Design array_ctrl_8, sky130hd; sources not shown.
Fig. 1: run 1, a small window of the routed layout
Window x 49 to 74, y 17 to 42 um. Cells in grey, sequential cells in the stronger grey; small squares are vias.
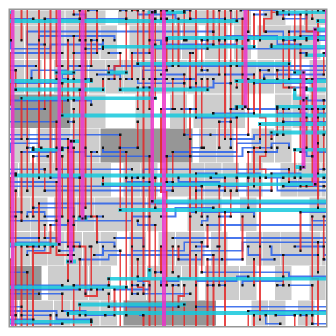
legend:
  metal 1:
    colour: blue
  metal 4:
    colour: magenta
  metal 2:
    colour: red
  metal 3:
    colour: cyan
most frequent: nand2_1 (39), inv_1 (14), nor2_1 (7)
sequential cells in the window: 3
cells with their middle in the window: 92

Fig. 2: run 1, gate families picked out
(2 px per um)
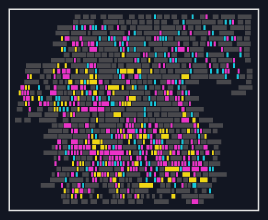
legend:
  NAND gates:
    colour: magenta
    cells: 266
    most_used: nand2_1
  inverters:
    colour: cyan
    cells: 129
    most_used: inv_1
  NOR gates:
    colour: yellow
    cells: 116
    most_used: nor2_1
count of non-filler cells in the finished layout: 1077
Top cell excl fill/tap: sky130_fd_sc_hd__nand2_1
multi-input gate share of total cell area: 37.7%

Fig. 3: run 1, pin placement
(4 px per um) Pins as bars across the die edge, other pins in grey.
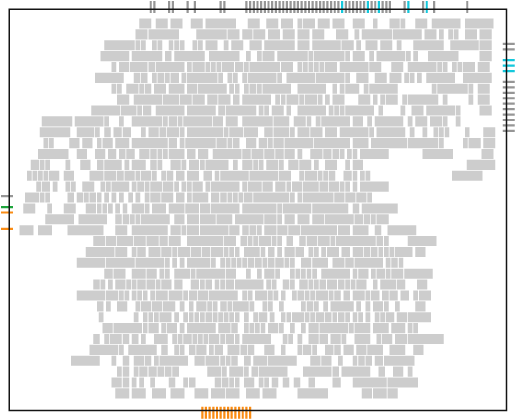
legend:
  num_vec:
    colour: orange
    pins: 16
    direction: input
    edge: 14 south, 2 west
  clr_i:
    colour: cyan
    pins: 8
    direction: output
    edge: 5 north, 3 east
  done:
    colour: green
    pins: 1
    direction: output
    edge: west
Port Buf Inserts: 86
floorplan die width: 124 um
die height: 99.9 um

Fig. 4: run 1, congestion heat map
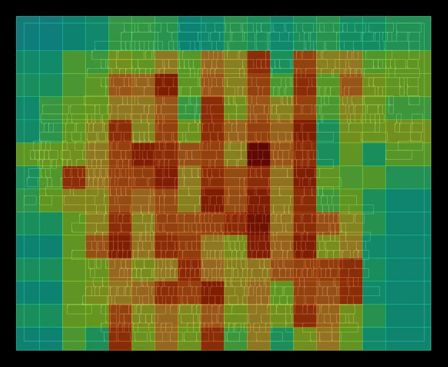
total global-route track usage: 23.8%
met3 layer usage reported by global route: 4.66%
global-route met2 utilization: 40.8%
core occupancy in the finished layout: 65.5%
GR met1 Demand/Resource: 30.8%

==> impl_metrics.toml, run 1 <==
# generated from flow reports
[floorplanning]
core-area_um2 = 11400
fp-utilization_pct = 45.5

[timing]
layout_min_cycle_time_ns = 2.33
final_worst_setup_slack_ns = -0.383
finalSetupViolations = 28
achievable-frequency_mhz = 429
final_min_period_over_clock_period_pct = 120
grt_setup_unrepaired = "yes"
worstMarginPinSlew_ns = 0.556

[pwr]
clock_power_mw = 1.79
seq_power_share_pct = 45.4

[yosys]
synth_async_sr_flop_share_pct = 0
netlist_top_cells_area = "sky130_fd_sc_hd__dfxtp_1 (39%), sky130_fd_sc_hd__nand2_1 (15%), sky130_fd_sc_hd__inv_1 (9.1%)"
synth_top_cell_by_count = "sky130_fd_sc_hd__nand2_1"

[worst_hold_path]
min_delay_path_depth = 2

[detailed_routing]
antenna_violating_nets_post_route = 0
route.met2.wl_um = 7690

[clock_network]
cts.reportedPaths.clkPinSlew_ns = 0.08
numCtsBuffers = 9

[critical_path]
crit_path_max_delay_family = "simple AND/OR/NAND/NOR gates"
worst-endpoint-arrival_ns = 2.47

[run_status]
failed_checks = "setup timing"
run_status = "finished, violations left"

[global_route]
wire_length_of_the_first_global_routing_pass_um = 23600
==> run 2, diff against run 1 <==
--- a/config.mk
+++ b/config.mk
@@ -9,11 +9,13 @@
 export ABC_CLOCK_PERIOD_IN_PS = 1950
 export CAP_MARGIN = 0
 export CORE_ASPECT_RATIO = 0.8
-export CORE_MARGIN = 2
+export CORE_MARGIN = 3
 export CORE_UTILIZATION = 45
+export CTS_CLUSTER_SIZE = 40
 export DETAILED_ROUTE_END_ITERATION = 8
 export HOLD_SLACK_MARGIN = 0.12
 export PLACE_DENSITY = 0.82
+export REMOVE_ABC_BUFFERS = 1
 export SETUP_SLACK_MARGIN = 0.1
 export SYNTH_ARGS = -nofsm -noshare
 export SYNTH_HDL_FRONTEND = slang
Fig. 5: run 2, congestion heat map
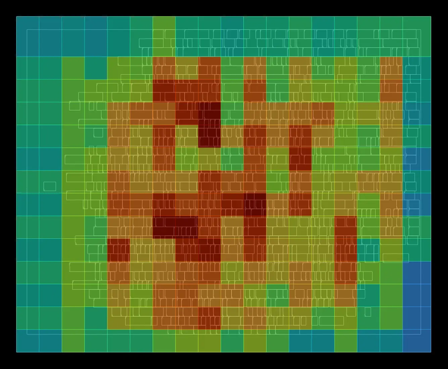
core occupancy in the finished layout: 66.6%
GR met1 Demand/Resource: 29.6%

==> run 2 against run 1 <==
Net effect:
- the run still ends with setup timing left
- non-clock buffer count unchanged
- power up 1.2%
- synthesized area unchanged
- register-to-register slack better by 0.07 ns
- synthesized cell count unchanged
- global-route usage down 1.2 points
- die size up 3.6%
- sequential cell count unchanged
- critical path type unchanged
- cell count down 0.37%
- routed wire length down 3.0%
- first-iteration DRC count down 14%
- clock power up 3%
==> impl_metrics.toml, run 2 <==
# generated from flow reports
[final_layout]
comb_area_share_pct = 37.3
finish.cell_count_without_fillers = 1073
top_cell_excl_fill_tap = "sky130_fd_sc_hd__nand2_1"
flops = 102
layout-area-overhead-vs-synth_pct = 42.4
logic_gates = 498
fillCellCount = 878
layout_top_cells_excl_fill_tap = "sky130_fd_sc_hd__nand2_1 (180), sky130_fd_sc_hd__inv_1 (118), sky130_fd_sc_hd__buf_4 (92)"

[yosys]
synth_async_sr_flop_share_pct = 0
post_synth_inst_count = 764
count_of_library_flops_with_an_enable_pin = 0
synth_top_cell_by_count = "sky130_fd_sc_hd__nand2_1"
synth_area_um2 = 5180
netlist_top_cells_area = "sky130_fd_sc_hd__dfxtp_1 (39%), sky130_fd_sc_hd__nand2_1 (15%), sky130_fd_sc_hd__inv_1 (9.1%)"

[placed_design]
place.port_buffers = 86
routability_congestion_estimate_from_global_placement = 1.01

[clock_network]
cts.reportedPaths.clkPinSlew_ns = 0.08
clk-insertion-delay-late_ns = 0.36
numCtsBuffers = 9
clkSinkCount = 102
post_cts_resized = 149

[pwr]
seq_power_share_pct = 44.8
clock_power_mw = 1.84

[worst_hold_path]
worst_hold_path_type = "reg2reg"
min_delay_path_depth = 2

[detailed_routing]
route.met2.wl_um = 6890
drtIter0Drc = 486
top_layer_used = "met4"

[floorplanning]
chipHeight_um = 102
core-area_um2 = 11100
floorplan_die_width_um = 126
fp-utilization_pct = 46.8

[timing]
grt_setup_unrepaired = "yes"
worstMarginPinSlew_ns = 0.513
final_min_period_over_clock_period_pct = 116
finalSetupViolations = 28
achievable-frequency_mhz = 441
layout_min_cycle_time_ns = 2.27
final_worst_setup_slack_ns = -0.317

[critical_path]
timing.critical_path.slowest_cell_delay_ns = 0.33
crit_type = "reg2reg"
bufs_and_invs_on_worst_path = 2
crit_path_max_delay_family = "simple AND/OR/NAND/NOR gates"

[global_route]
grt_util_all_layers_pct = 22.6
global_route_met2_utilization_pct = 36.2
grt_util_met3_pct = 6.69

[run_status]
failed_checks = "setup timing"
run_status = "finished, violations left"
Fig. 6: run 2, a small window of the routed layout
Window x 50 to 75, y 18 to 43 um. Cells in grey, sequential cells in the stronger grey; small squares are vias.
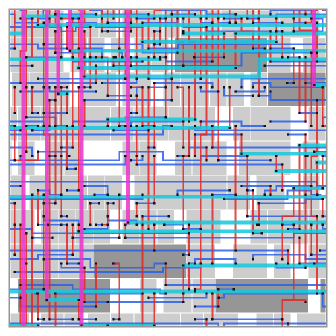
legend:
  metal 1:
    colour: blue
  metal 2:
    colour: red
  metal 3:
    colour: cyan
  metal 4:
    colour: magenta
cells with their middle in the window: 80
sequential cells in the window: 5
most frequent: nand2_1 (24), buf_4 (9), inv_1 (8)

Power and IR drop assume default switching activity.
